File: config.mk
export PLATFORM = sky130hd
export DESIGN_NAME = wb_arbiter
export DESIGN_NICKNAME = d
export VERILOG_FILES = /design/src/rtl/wb_arbiter.sv
export SDC_FILE = /design/constraint.sdc
export NUM_CORES = 1
export LEC_CHECK = 0
export CAP_MARGIN = 40
export CORE_UTILIZATION = 45
export DETAILED_ROUTE_END_ITERATION = 7
export GPL_TIMING_DRIVEN = 0
export PLACE_DENSITY = 0.74
export SLEW_MARGIN = 20
export SYNTH_ARGS = -nofsm -noshare
export SYNTH_HDL_FRONTEND = slang
export SYNTH_SLANG_ARGS = --single-unit
File: constraint.sdc
create_clock -name clk -period 2 [get_ports clk]
set_clock_uncertainty 0.05 [all_clocks]
set_input_delay 0.4 -clock clk [delete_from_list [all_inputs] [get_ports clk]]
set_output_delay 0.4 -clock clk [all_outputs]
set_load 0.02 [all_outputs]
File: src/rtl/wb_arbiter.sv
`default_nettype none
// ============================================================================
//  Module   : wb_arbiter
//  Purpose  : Write-back port arbiter between the ALU and load-return paths,
//             with one-entry holds and a starvation guard favouring the ALU.
//  Revision : 1.0  initial release
// ============================================================================
module wb_arbiter #(
  parameter int XLEN       = 32,
  parameter int STARVE_MAX = 4
) (
  input  logic            clk,
  input  logic            rst,
  input  logic            i_flush,
  input  logic            i_alu_valid,
  output logic            o_alu_ready,
  input  logic [4:0]      i_alu_waddr,
  input  logic [XLEN-1:0] i_alu_wdata,
  input  logic            i_ld_valid,
  output logic            o_ld_ready,
  input  logic [4:0]      i_ld_waddr,
  input  logic [XLEN-1:0] i_ld_wdata,
  output logic            o_wb_rd_wvalid,
  output logic [4:0]      o_wb_rd_waddr,
  output logic [XLEN-1:0] o_wb_rd_wdata,
  output logic            o_busy
);

  localparam logic [3:0] C_STARVE_MAX = 4'(STARVE_MAX);

  logic            alu_v_q, ld_v_q;
  logic [4:0]      alu_addr_q, ld_addr_q;
  logic [XLEN-1:0] alu_data_q, ld_data_q;
  logic [3:0]      starve_q;
  logic            wb_valid_q;
  logic [4:0]      wb_addr_q;
  logic [XLEN-1:0] wb_data_q;

  logic w_alu_gnt, w_ld_gnt, w_alu_load, w_ld_load;

  // Grant looks only at registered holds, the guard counter and flush.
  assign w_alu_gnt = alu_v_q && !i_flush && (!ld_v_q || (starve_q == C_STARVE_MAX));
  assign w_ld_gnt  = ld_v_q && !w_alu_gnt;

  assign o_alu_ready = !rst && !i_flush && (!alu_v_q || w_alu_gnt);
  assign o_ld_ready  = !rst && (!ld_v_q || w_ld_gnt);

  // Writes to x0 are accepted but dropped before reaching a hold.
  assign w_alu_load = i_alu_valid && o_alu_ready && (i_alu_waddr != 5'd0);
  assign w_ld_load  = i_ld_valid  && o_ld_ready  && (i_ld_waddr  != 5'd0);

  always_ff @(posedge clk) begin
    if (rst) begin
      alu_v_q    <= 1'b0;
      alu_addr_q <= '0;
      alu_data_q <= '0;
      ld_v_q     <= 1'b0;
      ld_addr_q  <= '0;
      ld_data_q  <= '0;
      starve_q   <= '0;
      wb_valid_q <= 1'b0;
      wb_addr_q  <= '0;
      wb_data_q  <= '0;
    end else begin
      if (w_alu_load) begin
        alu_v_q    <= 1'b1;
        alu_addr_q <= i_alu_waddr;
        alu_data_q <= i_alu_wdata;
      end else if (w_alu_gnt || i_flush) begin
        alu_v_q <= 1'b0;
      end

      if (w_ld_load) begin
        ld_v_q    <= 1'b1;
        ld_addr_q <= i_ld_waddr;
        ld_data_q <= i_ld_wdata;
      end else if (w_ld_gnt) begin
        ld_v_q <= 1'b0;
      end

      if (i_flush || !alu_v_q || w_alu_gnt) begin
        starve_q <= '0;
      end else if (w_ld_gnt && (starve_q != C_STARVE_MAX)) begin
        starve_q <= starve_q + 4'd1;
      end

      wb_valid_q <= w_alu_gnt || w_ld_gnt;
      if (w_alu_gnt) begin
        wb_addr_q <= alu_addr_q;
        wb_data_q <= alu_data_q;
      end else if (w_ld_gnt) begin
        wb_addr_q <= ld_addr_q;
        wb_data_q <= ld_data_q;
      end
    end
  end

  assign o_wb_rd_wvalid = wb_valid_q;
  assign o_wb_rd_waddr  = wb_addr_q;
  assign o_wb_rd_wdata  = wb_data_q;
  assign o_busy         = alu_v_q || ld_v_q;

endmodule
`default_nettype wire

**Run 1: clock wiring as the flow saved it**

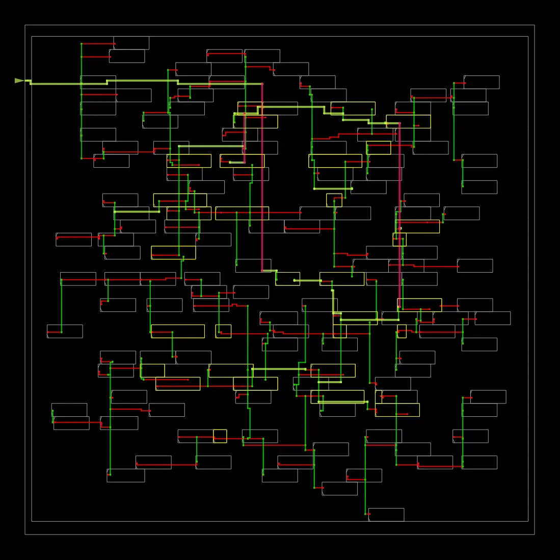
flip-flops: 118
CTS Buf Count: 17
clk latency late pin: 510 ps

**Run 1: clock network drawn from the DEF**

Bar = 20 um.
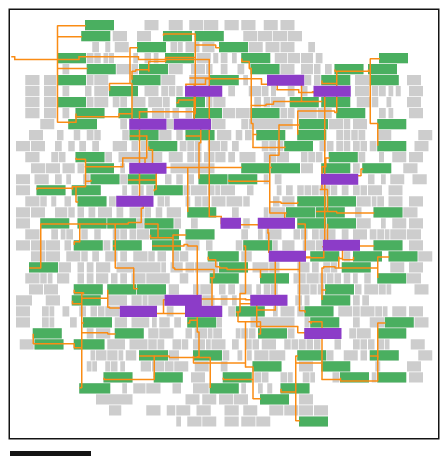
[cells driving clock nets] purple | count: 17
[flip-flops] green | count: 118
[clock wires] orange | length: 1430 um
routed clock nets: 18
Power Clock: 0.00333 W
clock share of power: 52.0%

**Run 1: register map, names as in the netlist**

Other sequential cells in the stronger gray, the rest of the logic in the fainter gray.
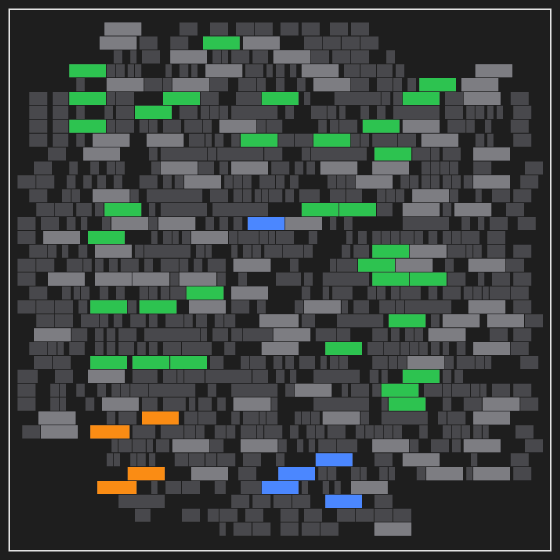
| signal | color | placed flops |
|---|---|---|
| o_wb_rd_waddr | blue | 5 |
| starve_q | orange | 4 |
| ld_data_q | green | 32 |
not colored: 77
register share of the cell area: 34.3%
Seq. cell area: 2370 um2
P_seq: 0.00250 W
Util after Layout: 66.6%

**Run 1: logic cells by family**

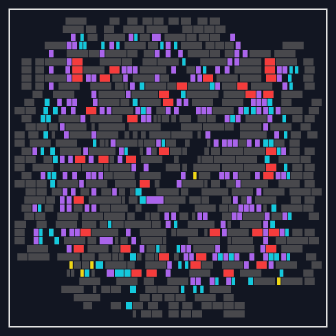
| family | color | cells |
|---|---|---|
| inverters | yellow | 5 |
| inverting AOI/OAI gates | purple | 181 |
| multiplexers | red | 40 |
| NAND gates | cyan | 83 |
final cell count without fillers: 823
fraction of area in multi-input gates: 32.2%

==> out/metrics.cfg, run 1 <==
[timing]
finalSetupViolCount=2
rsz0062_at_grt=yes
relSlewSlack_pct=64.9
fin_ws_ps=-88.2

[worst_hold_path]
worstHoldEndpoint=o_wb_rd_wdata[19]
hp-start=o_wb_rd_wdata[19]

[setup_path]
cp.arrival_ps=1640
crit_path_max_incr_delay_ps=320

[die]
initial_utilization_pct=46.7

[logic_synthesis]
synth_nets=617
synthArstFlopShare_pct=0
most_common_cell=dfxtp_1

[power]
p_sw_w=0.00140
p_int_w=0.00500

[detailed_routing]
drc=0
firstDrtPassIters=5

[final_layout]
insertedDiodeCount=0

[clock_tree]
cts_buffer_depth=2

[outcome]
status=complete, but fails checks
violations=setup timing

**Run 1: placement by cell class**

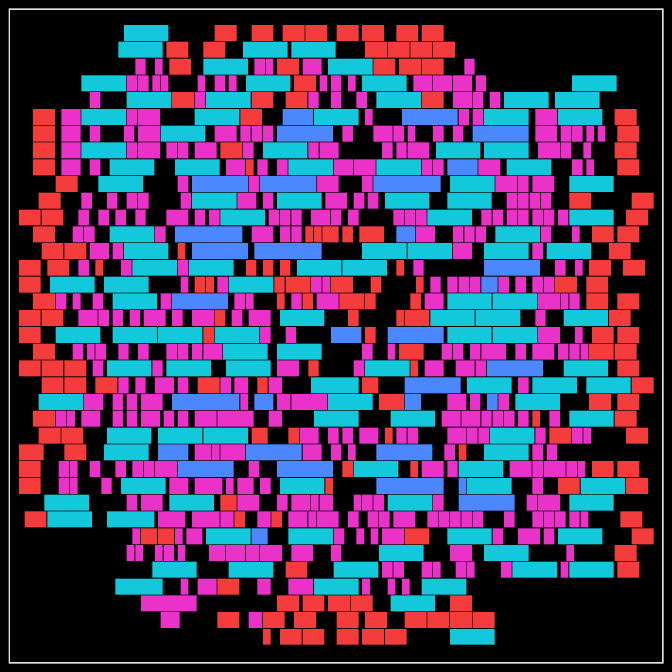

==> run 1 -> run 2 <==
--- a/config.mk
+++ b/config.mk
@@ -6,6 +6,7 @@
 export NUM_CORES = 1
 export LEC_CHECK = 0
 export CAP_MARGIN = 40
+export CORE_MARGIN = 8
 export CORE_UTILIZATION = 45
 export DETAILED_ROUTE_END_ITERATION = 7
 export GPL_TIMING_DRIVEN = 0
**Run 2: placement by cell class**

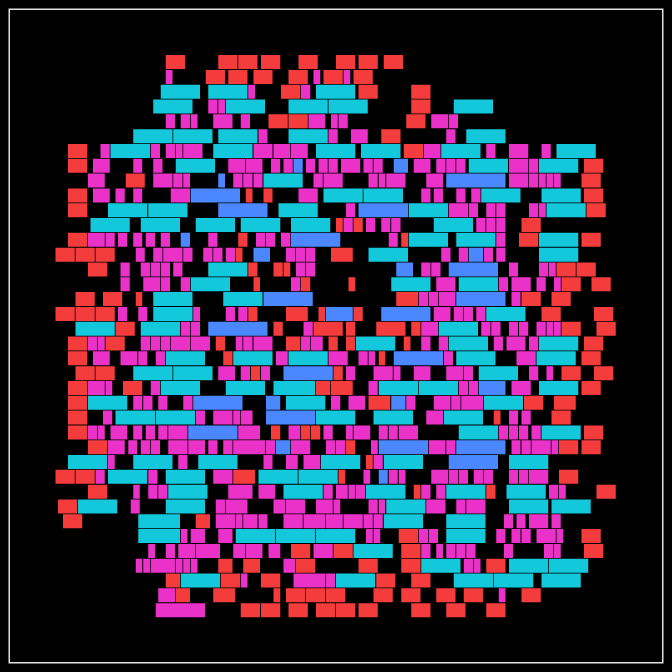
| class | color | cells |
|---|---|---|
| all other logic | magenta | 369 |
| other buffers and delay cells | red | 170 |
| flip-flops | cyan | 118 |
| clock drivers and dummy loads | blue | 31 |
register share of the cell area: 34.6%
final instance area: 6840 um2

**Run 2: register map, names as in the netlist**

Other sequential cells in the stronger gray, the rest of the logic in the fainter gray.
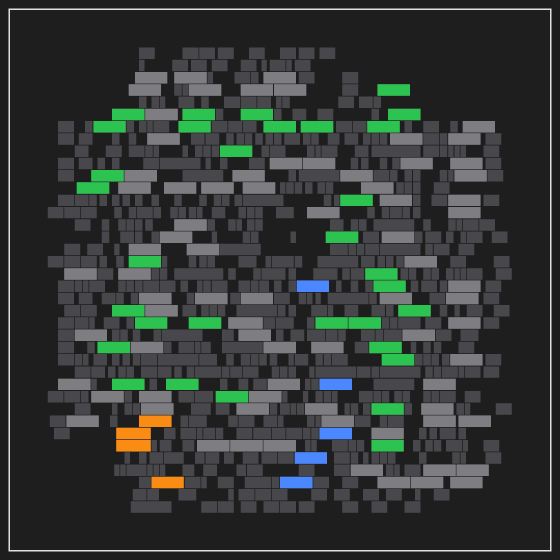
| signal | color | placed flops |
|---|---|---|
| o_wb_rd_waddr | blue | 5 |
| ld_data_q | green | 32 |
| starve_q | orange | 4 |
not colored: 77
Util after Layout: 64.3%
P_seq: 0.00249 W

==> out/metrics.cfg, run 2 <==
[logic_synthesis]
synth.largest_area_cell=dfxtp_1
ys_ff=118
yosysTopAreaCellShare_pct=48.8
synth_nets=617  ; unchanged
most_common_cell=dfxtp_1
synthArstFlopShare_pct=0  ; unchanged

[final_layout]
largest_cell_class=sequential cells
inv_count=5
finalNonFillerCells=828  ; +0.61%
regArea_um2=2370  ; unchanged
comb_area_share_pct=32.5  ; +0.34 points

[timing]
fin_ws_ps=-73.1  ; +15.1 ps
finalSetupViolCount=1  ; -1

[detailed_routing]
wl_met1_um=6060
drc=0  ; unchanged
firstDrtPassIters=7  ; +2

[power]
clk-power_w=0.00285  ; -14%
p_clk_share_pct=48.1  ; -3.9 points
p_int_w=0.00454  ; -9.1%
p_sw_w=0.00138  ; -1.5%

[clock_tree]
clock_latency_ps=490  ; -20 ps
cts_buffer_depth=2  ; unchanged

[die]
die_w_um=120
initial_utilization_pct=45.5  ; -1.2 points

[worst_hold_path]
hp-start=o_wb_rd_wdata[27]
worstHoldEndpoint=o_wb_rd_wdata[27]

[setup_path]
cp_max_fo=4
reg2reg_from=starve_q[0]
worst-setup-path-type=reg2out
crit_path_max_incr_delay_ps=320  ; about the same

[outcome]
status=complete, but fails checks
violations=setup timing

[placed_design]
postPlaceCellArea_um2=6200

==> run 2 -> run 3 <==
--- a/config.mk
+++ b/config.mk
@@ -11,6 +11,7 @@
 export DETAILED_ROUTE_END_ITERATION = 7
 export GPL_TIMING_DRIVEN = 0
 export PLACE_DENSITY = 0.74
+export SKIP_CTS_REPAIR_TIMING = 1
 export SLEW_MARGIN = 20
 export SYNTH_ARGS = -nofsm -noshare
 export SYNTH_HDL_FRONTEND = slang
**Run 3: placement by cell class**

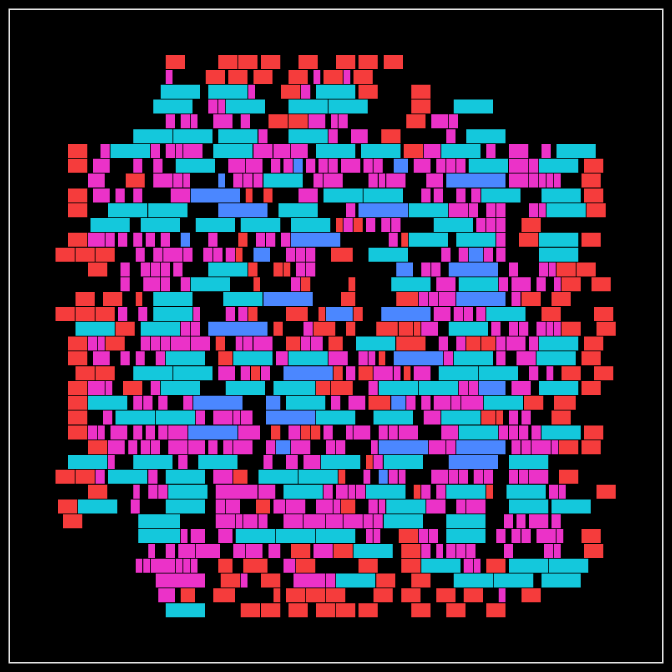
Util after Layout: 64.6%
row count: 38
core area: 10700 um2
register share of the cell area: 34.4%

**Run 3: clock wiring as the flow saved it**

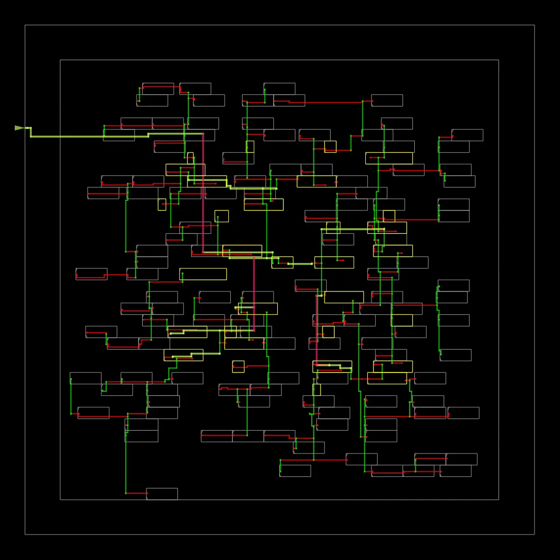
TritonCTS Sinks: 118
# clk buffers: 19
Power Clock: 0.00286 W
clk latency late pin: 500 ps

==> out/metrics.cfg, run 3 <==
[worst_hold_path]
worstHoldEndpoint=starve_q[0]

[timing]
fin_ws_ps=-226  ; -153 ps
finalSetupViolCount=9  ; +8

[placed_design]
postPlaceCellArea_um2=6200  ; unchanged

[detailed_routing]
wl_met1_um=6020  ; -0.64%
drc=0  ; unchanged
via_per_inst=5.35

[setup_path]
reg2reg_from=alu_v_q
crit_path_max_incr_delay_ps=350  ; +30 ps
worst-setup-path-type=reg2out

[die]
die_w_um=120  ; unchanged
initial_utilization_pct=45.5  ; unchanged

[power]
p_clk_share_pct=48.2  ; about the same
powerSeq_w=0.00249  ; about the same
p_int_w=0.00454  ; about the same
p_sw_w=0.00139  ; +0.66%

[logic_synthesis]
yosysTopAreaCellShare_pct=48.8  ; unchanged
synthArstFlopShare_pct=0  ; unchanged
synth_nets=617  ; unchanged
ys_ff=118  ; unchanged
synth.largest_area_cell=dfxtp_1

[final_layout]
finalNonFillerCells=833  ; +0.60%
regArea_um2=2370  ; unchanged
finalInstanceArea_um2=6880  ; +0.59%
clk_share_pct=8.16
largest_cell_class=sequential cells

[clock_tree]
cts_buffer_depth=2  ; unchanged

[outcome]
status=complete, but fails checks
violations=setup timing

Power and IR drop assume default switching activity.
